**config.mk**
```make
export PLATFORM = sky130hd
export DESIGN_NAME = mux_scan_sequencer
export DESIGN_NICKNAME = d
export VERILOG_FILES = /design/src/rtl/scan_pkg.sv /design/src/rtl/rr_next_chan.sv /design/src/rtl/mux_scan_sequencer.sv
export SDC_FILE = /design/constraint.sdc
export NUM_CORES = 1
export LEC_CHECK = 0
export ABC_CLOCK_PERIOD_IN_PS = 3400
export CAP_MARGIN = 20
export CORE_MARGIN = 5
export CORE_UTILIZATION = 50
export CTS_BUF_LIST = sky130_fd_sc_hd__clkbuf_4 sky130_fd_sc_hd__clkbuf_8
export DETAILED_ROUTE_END_ITERATION = 12
export GPL_TIMING_DRIVEN = 0
export PLACE_DENSITY = 0.81
export SLEW_MARGIN = 0
export SYNTH_ARGS = -nofsm -noshare
export SYNTH_HDL_FRONTEND = slang
export SYNTH_SLANG_ARGS = --single-unit
```
**constraint.sdc**
```tcl
create_clock -name clk -period 3.4 [get_ports clk]
set_input_delay 0.51 -clock clk [delete_from_list [all_inputs] [get_ports clk]]
set_output_delay 0.51 -clock clk [all_outputs]
set_load 0.01 [all_outputs]
```
**src/rtl/scan_pkg.sv**
```systemverilog
// Shared definitions for the multiplexer scan sequencer: state encoding,
// channel geometry and dwell counter width.
package scan_pkg;

  localparam int NUM_CHAN = 8;
  localparam int CHAN_W   = 3;
  localparam int CNT_W    = 8;

  typedef enum logic [1:0] {
    ST_IDLE  = 2'd0,
    ST_DWELL = 2'd1,
    ST_OUT   = 2'd2
  } state_t;

endpackage

```
**src/rtl/rr_next_chan.sv**
```systemverilog
// Round-robin channel picker: lowest enabled channel at or after ptr,
// wrapping 7 -> 0. Purely combinational.
module rr_next_chan
  import scan_pkg::*;
(
  input  logic [NUM_CHAN-1:0] mask,
  input  logic [CHAN_W-1:0]   ptr,
  output logic [CHAN_W-1:0]   next,
  output logic                found
);

  // Walk offsets from farthest to nearest so the nearest enabled channel wins.
  always_comb begin
    next  = '0;
    found = 1'b0;
    for (int i = NUM_CHAN - 1; i >= 0; i--) begin
      if (mask[ptr + CHAN_W'(i)]) begin
        next  = ptr + CHAN_W'(i);
        found = 1'b1;
      end
    end
  end

endmodule

```
**src/rtl/mux_scan_sequencer.sv**
```systemverilog
// Scans the channels of an external 8:1 byte multiplexer. Each selected
// channel is held for DWELL cycles to let the mux output settle, then the
// byte is captured and offered downstream with a valid/ready handshake.
module mux_scan_sequencer
  import scan_pkg::*;
#(
  parameter int DWELL = 4
) (
  input  logic       clk,
  input  logic       rst,
  input  logic       en,
  input  logic [7:0] mask,
  input  logic [7:0] mux_o,
  output logic       x,
  output logic       y,
  output logic       z,
  output logic [7:0] data_out,
  output logic [2:0] chan_out,
  output logic       valid,
  input  logic       ready,
  output logic       busy
);

  localparam logic [CNT_W-1:0] CNT_LOAD = CNT_W'(DWELL - 1);

  state_t            state, state_nx;
  logic [CHAN_W-1:0] ptr, sel, search_ptr, nxt_chan;
  logic [CNT_W-1:0]  cnt;
  logic              found;
  logic              load, capture, accept;

  // When a sample is being accepted the search must start just past the
  // channel being handed off, in the same edge that ptr is updated.
  assign search_ptr = (state == ST_OUT) ? chan_out + CHAN_W'(1) : ptr;

  rr_next_chan u_rr (
    .mask  (mask),
    .ptr   (search_ptr),
    .next  (nxt_chan),
    .found (found)
  );

  assign {x, y, z} = sel;
  assign busy      = (state != ST_IDLE);

  // Next-state and per-edge control strobes.
  always_comb begin
    state_nx = state;
    load     = 1'b0;
    capture  = 1'b0;
    accept   = 1'b0;
    case (state)
      ST_IDLE: begin
        if (en && found) begin
          load     = 1'b1;
          state_nx = ST_DWELL;
        end
      end
      ST_DWELL: begin
        if (cnt == '0) begin
          capture  = 1'b1;
          state_nx = ST_OUT;
        end
      end
      ST_OUT: begin
        if (ready) begin
          accept = 1'b1;
          if (en && found) begin
            load     = 1'b1;
            state_nx = ST_DWELL;
          end else begin
            state_nx = ST_IDLE;
          end
        end
      end
      default: state_nx = ST_IDLE;
    endcase
  end

  // State register.
  always_ff @(posedge clk or posedge rst) begin
    if (rst) state <= ST_IDLE;
    else     state <= state_nx;
  end

  // Select, dwell counter and round-robin pointer.
  always_ff @(posedge clk or posedge rst) begin
    if (rst) begin
      sel <= '0;
      cnt <= '0;
      ptr <= '0;
    end else begin
      if (accept) ptr <= chan_out + CHAN_W'(1);
      if (load) begin
        sel <= nxt_chan;
        cnt <= CNT_LOAD;
      end else if (state == ST_DWELL && cnt != '0) begin
        cnt <= cnt - CNT_W'(1);
      end
    end
  end

  // Captured sample and its qualifier; held until accepted.
  always_ff @(posedge clk or posedge rst) begin
    if (rst) begin
      data_out <= 8'h00;
      chan_out <= '0;
      valid    <= 1'b0;
    end else if (capture) begin
      data_out <= mux_o;
      chan_out <= sel;
      valid    <= 1'b1;
    end else if (accept) begin
      valid    <= 1'b0;
    end
  end

endmodule

```
run_1/layer_met1.png
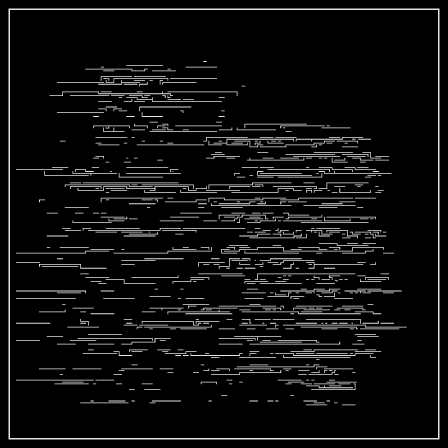
wire length on this layer	2400 µm
nets with wire on the layer	284
share of all routed wire	42%
main direction	horizontal
longest straight run	17.5 µm

run_1/layer_met2.png
Bar = 20 µm.
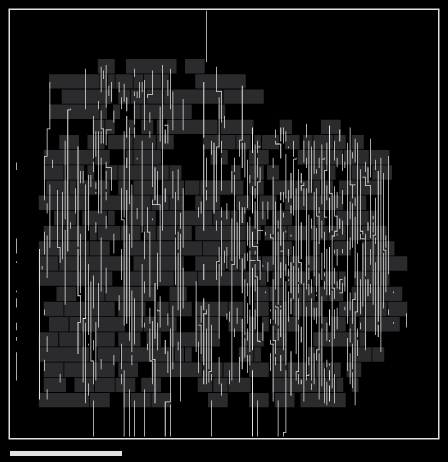
share of all routed wire	48%
main direction	vertical
nets with wire on the layer	270

run_1/layer_met3.png
Bar = 20 µm.
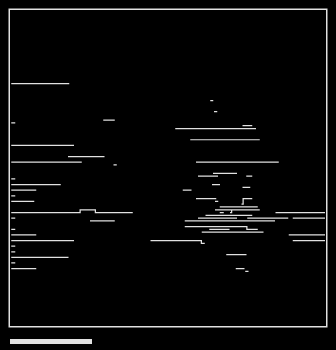
wire length on this layer	410 µm
nets with wire on the layer	44

==> flow_summary.yaml, run 1 <==
# generated from flow reports
global_routing:
  grt_pass1_vias: 2024
  gr-usage-met2: 0.312
  grt_max_degree: 29
  overflow: 0
  grt_antenna_before_repair: 0
critical_path:
  rrSetupSlack_ns: 0.14
  required_ns: 3.60
  critPathLaunchType: "register"
  cp_num_cells: 14
  worstPathCellList: "ha_1 -> and3b_1 -> a21oi_4 -> inv_4 -> buf_4 -> ha_4 -> inv_2 -> mux4_2 -> o211ai_1 -> and4b_2 -> a31oi_4 -> buf_6 -> nor2_1 -> a41oi_2"
  max_stage_delay_ns: 0.41
  critPathCaptureType: "register"
  crit_path_end: "sel[1]"
  cp_top_family: "AND-OR/OR-AND gates"
  arrival_ns: 3.45
  path_max_fanout: 11
layout:
  seq-cell-share: 0.250
  layout.area.comb_mm2: 0.00144
  area_delta_synth_final_pct: 26.0
  clock_buffers: 3
  ff_latch_area_um2: 702
logic_synthesis:
  synthTopLogicFamily: "AND-OR/OR-AND gates"
  ys_sh_aoi: 0.220
  top_cells_by_count: "dfrtp_1 (28), nor2_1 (20), mux2_2 (17)"
  adder_share: 0.0225
  synthCells: 233
  yosysTopAreaCellShare: 0.315
  yosysWarnings: 0
  ys_seq_frac: 0.315
  ys.flops: 28
  syn_area_mm2: 0.00223
  syn_nets: 257
  ff_type: "dfrtp_1"
floorplan:
  dieArea_mm2: 0.00589
  fp_util: 0.515
  std_cell_rows: 24
  die_w_um: 76.7
final_timing:
  finalSetupViolations: 0
  period_used_share: 0.957
  holdWs_ns: 0.442
  fin_setup_tns_ns: 0
  slew-limit-headroom: 0.631
  slew_violations: 0
  tightestPinTransition_ns: 0.553
  min_period_ns: 3.26
  clock_skew_ns: 0.00652
cts:
  cts_tree: "built"
  cts_setup_buffers: 4
  clock_sink_count: 28
routing:
  drt-initial-drc-count: 248
  routed_wl_um: 5660
  drtAntennaViolNets: 0
  num_vias: 2051
  wl_met3_um: 410
  viasPerCell: 6.22
flow_run:
  tool_warnings: 27
power:
  p_int_uw: 1480
  switchingPower_uw: 1200
  pg_clk_uw: 174
  p_total_uw: 2680
  p_comb_frac: 0.708
  powerDensity_mw_per_mm2: 957
status:
  outcome: "finished clean"
min_path:
  hp-class: "in2async"
placement:
  dp_hpwl_um: 4280
==> run 2: changes to the inputs <==
Settings changed: CORE_MARGIN 5 to 3.
run_2/layer_met1.png
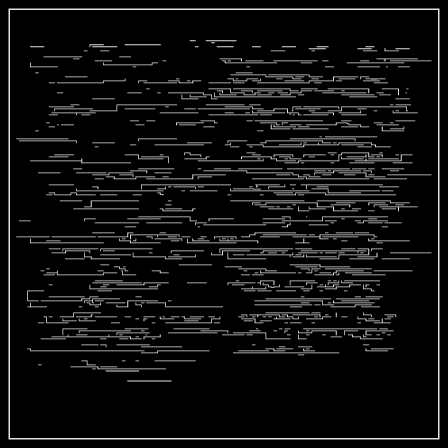
main direction	horizontal
share of all routed wire	42%
nets with wire on the layer	282
wire length on this layer	2510 µm

==> run 2 against run 1 <==
Compared with the run above: clock power rose by 16%; sequential cell count did not move; largest power group unchanged; routed wire length is 6.9% higher.
==> flow_summary.yaml, run 2 <==
# generated from flow reports
power:
  pg_clk_uw: 202
  p_comb_frac: 0.710
  pg_seq_uw: 614
  switching_share: 0.443
  pwr-share-seq: 0.218
  comb_power_uw: 2000
  p_int_uw: 1570
  p_leak_uw: 0.00122
  p_total_uw: 2810
  switchingPower_uw: 1250
  powerDensity_mw_per_mm2: 976
final_timing:
  slew-limit-headroom: 0.595
  fin_setup_tns_ns: 0
  period_used_share: 0.982
  finalSetupViolations: 0
  clock_skew_ns: 0.00621
  hold_violations: 0
  min_period_ns: 3.34
  tightestPinTransition_ns: 0.593
  worst_slack_ns: 0.0623
  slew_violations: 0
  holdWs_ns: 0.441
  max_freq_ghz: 0.300
logic_synthesis:
  ys.flops: 28
  ys_sh_mux: 0.167
  yosysTopAreaCellShare: 0.315
  ff_type: "dfrtp_1"
  synthCells: 233
  synthSimpleGateAreaFrac: 0.180
  ys_seq_frac: 0.315
  top_cells_by_count: "dfrtp_1 (28), nor2_1 (20), mux2_2 (17)"
  syn_area_mm2: 0.00223
  yosysWarnings: 0
  synthTopLogicFamily: "AND-OR/OR-AND gates"
  yosys.area.top_type: "dfrtp_1"
  adder_share: 0.0225
  top_cell: "dfrtp_1"
  ys_cells: 233
  ys_chip_area_mm2: 0.00223
  ys_sh_aoi: 0.220
  topCellsByArea: "dfrtp_1 (31%), mux2_2 (8.6%), mux2i_1 (4.0%)"
  syn_nets: 257
cts:
  clockBufferDepth: 2
  cts_tree: "built"
  cts.htree.levels: 1
  cts_setup_buffers: 5
  holdBufCountCts: 0
  clock_sink_count: 28
  worstSkewPairLatency_ns: 0.27
placement:
  dp_cells: 318
  dp_hpwl_um: 4320
  place_area_mm2: 0.00265
  numPortBuffers: 35
critical_path:
  cp_num_cells: 14
  rrSetupSlack_ns: 0.06
  r2r_end: "sel[1]"
  worstPathCellList: "ha_1 -> and3b_2 -> a21oi_4 -> clkinv_4 -> buf_4 -> ha_4 -> inv_4 -> mux4_2 -> o211ai_1 -> and4b_1 -> a31oi_4 -> buf_6 -> nor2_1 -> a41oi_2"
  required_ns: 3.59
  crit_buf_inv: 4
  critPathLaunchType: "register"
  cp_top_family: "AND-OR/OR-AND gates"
  max_stage_delay_ns: 0.43
  crit_path_end: "sel[1]"
  critPathCaptureType: "register"
  path_max_fanout: 10
  crit_path_top_delay_cell: "dfrtp_2"
  arrival_ns: 3.53
global_routing:
  grt_max_degree: 29
  gr-usage-met3: 0.0165
  grt_antenna_before_repair: 0
  overflow: 0
  gr-usage-met2: 0.393
  grt_pass1_vias: 2078
  grt_pass1_wl_um: 9560
layout:
  nNonClkBuffers: 58
  reg_top3: "cnt (8), data_out (8)"
  fillers: 325
  seq-cell-share: 0.243
  area_delta_synth_final_pct: 29.6
  nets: 312
  final_cell_area_mm2: 0.00288
  flops: 28
  stdcell_count: 337
  clock_buffers: 4
  ff_latch_area_um2: 702
  inverters: 16
  layout.area.comb_mm2: 0.00144
  final_common_cell: "clkdlybuf4s50_1"
  fin_util: 0.696
routing:
  num_vias: 2117
  drc_errors: 0
  drt-pass1-iter-count: 4
  drtAntennaViolNets: 0
  routed_wl_um: 6050
  drt-initial-drc-count: 157
  wl_met3_um: 264
  wl_met1_um: 2510
  viasPerCell: 6.28
  dr_wl_met2_um: 3150
  wl_per_cell_um: 17.9
flow_run:
  tool_warnings: 27
floorplan:
  n_tap_cell: 50
  die_w_um: 72.7
  dieArea_mm2: 0.00529
  fp_util: 0.537
  std_cell_rows: 23
min_path:
  hp-class: "in2async"
status:
  outcome: "finished clean"
==> run 3: changes to the inputs <==
Settings changed: CAP_MARGIN 20 to 40, SLEW_MARGIN 0 to not set.
==> run 3 against run 2 <==
Compared with the run above: setup slack improved by 0.090 ns; highest routed layer unchanged; sequential cell count stayed put; critical endpoint unchanged; utilization down 0.24 points.
==> flow_summary.yaml, run 3 <==
# generated from flow reports
status:
  outcome: "finished clean"
final_timing:
  fin_setup_tns_ns: 0
  finalSetupViolations: 0
  hold_violations: 0
  worst_slack_ns: 0.152
  grt_setup_unrepaired: "false"
  slew_violations: 0
  min_period_ns: 3.25
  tightestPinTransition_ns: 0.642
  clock_skew_ns: 0.00206
  holdWs_ns: 0.519
  period_used_share: 0.955
  max_freq_ghz: 0.308
  slew-limit-headroom: 0.561
power:
  p_total_uw: 2810
  comb_power_uw: 1990
  p_int_uw: 1560
  switchingPower_uw: 1250
  powerDensity_mw_per_mm2: 977
  switching_share: 0.445
  p_clk_frac: 0.072
  p_comb_frac: 0.708
  pwr-share-seq: 0.220
  p_leak_uw: 0.00121
  pg_seq_uw: 618
  peakVddDrop_mv: 0.539
  pg_clk_uw: 201
placement:
  place_area_mm2: 0.00268
  dpl_worst_slack_ns: -0.497
  dp_hpwl_um: 4480
  gp_congestion: 0.923
  numPortBuffers: 35
  dp_cells: 319
critical_path:
  critPathCaptureType: "register"
  rrSetupSlack_ns: 0.15
  max_stage_delay_ns: 0.43
  arrival_ns: 3.39
  crit_path_top_delay_cell: "dfrtp_2"
  cp_num_cells: 12
  cp_top_family: "multiplexers"
  reg2reg_depth: 12
  path_max_fanout: 16
  worstPathCellList: "ha_1 -> and3b_2 -> a21oi_4 -> clkinv_4 -> ha_4 -> inv_2 -> mux4_2 -> buf_4 -> mux2i_4 -> mux2_2 -> o211ai_1 -> a41oi_2"
  r2r_end: "sel[1]"
  critPathLaunchType: "register"
  cp-startpoint: "chan_out[0]"
  crit_buf_inv: 3
  crit_path_end: "sel[1]"
  required_ns: 3.54
routing:
  top_layer_used: "met4"
  num_vias: 2072
  drt-pass1-iter-count: 4
  dr_wl_met2_um: 3150
  wl_met3_um: 343
  drtAntennaViolNets: 0
  wl_met1_um: 2490
  drt-initial-drc-count: 229
  viasPerCell: 6.17
  routed_wl_um: 6080
  drc_errors: 0
  wl_per_cell_um: 18.1
layout:
  dominant_cells: "combinational gates"
  area_delta_synth_final_pct: 29.1
  nNonClkBuffers: 57
  layout.area.comb_mm2: 0.00144
  final_cell_area_mm2: 0.00287
  final-nonclk-buf-share: 0.191
  drive_gt1_frac: 0.227
  seq-cell-share: 0.244
  reg_top3: "cnt (8), data_out (8)"
  nets: 311
  fillers: 322
  inverters: 16
  clock_buffers: 4
  flops: 28
  clk_share: 0.0192
  final_common_cell: "clkdlybuf4s50_1"
  comb.multi_input.count: 181
  comb_share: 0.502
  stdcell_count: 336
  diodes: 0
  ff_latch_area_um2: 702
  fin_util: 0.694
floorplan:
  std_cell_rows: 23
  dieArea_mm2: 0.00529
  fp_util: 0.537
  n_tap_cell: 50
  die_w_um: 72.7
logic_synthesis:
  ff_type: "dfrtp_1"
  async_flop_share: 1.00
  syn_nets: 257
  ys_chip_area_mm2: 0.00223
  syn_area_mm2: 0.00223
  synthSimpleGateAreaFrac: 0.180
  top_cell: "dfrtp_1"
  yosysWarnings: 0
  topCellsByArea: "dfrtp_1 (31%), mux2_2 (8.6%), mux2i_1 (4.0%)"
  top_cells_by_count: "dfrtp_1 (28), nor2_1 (20), mux2_2 (17)"
  ys_seq_frac: 0.315
  ys.flops: 28
  synthTopLogicFamily: "AND-OR/OR-AND gates"
  ys_sh_aoi: 0.220
  ys_cells: 233
  xor_area_frac: 0.0467
  yosysTopAreaCellShare: 0.315
  synthCells: 233
  ys_sh_mux: 0.167
  adder_share: 0.0225
  yosys.area.top_type: "dfrtp_1"
min_path:
  min_from: "cnt[1]"
  hold_depth: 1
  hp-class: "reg2reg"
flow_run:
  tool_warnings: 27
cts:
  cts.htree.levels: 1
  cts_resized: 6
  holdBufCountCts: 0
  clockBufferDepth: 2
  root_buffer: "clkbuf_8"
  cts_setup_buffers: 5
  numCtsBuffers: 3
  cts_tree: "built"
  worstSkewPairLatency_ns: 0.27
  clock_sink_count: 28
global_routing:
  grt_pass1_vias: 2066
  grt_busiest_layer: "met2"
  grt_pass1_wl_um: 9720
  grt_max_degree: 17
  gr-usage-met3: 0.0207
  grt_antenna_before_repair: 0
  met1_usage: 0.294
  gr-usage-met2: 0.409
  overflow: 0
  grt.total_usage: 0.231
run_3/detail.png
Bar = 5 µm. Window x 8 to 28, y 45 to 65 µm. Cells in gray, sequential cells in the stronger gray; small squares are vias.
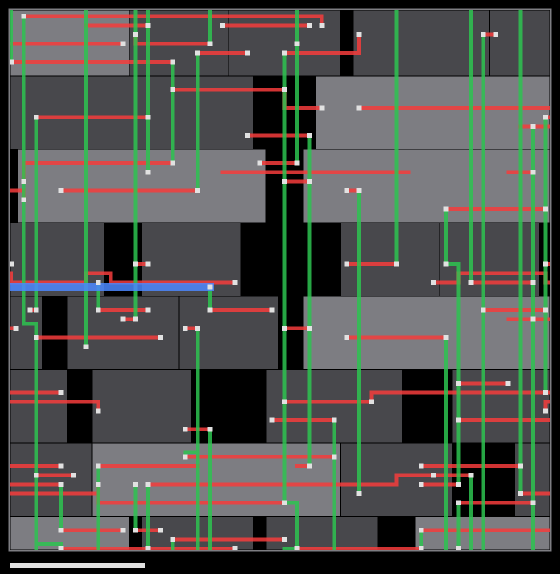
layer	color
metal 3	blue
metal 2	green
metal 1	red
netlist names of flops here include	`data_out` (3)
sequential cells in the window	5
cells with their middle in the window	23
most frequent	clkdlybuf4s50_1 (9), dfrtp_1 (5), mux2_2 (4)

No activity file was given, so power comes from the tool's default toggle rates.
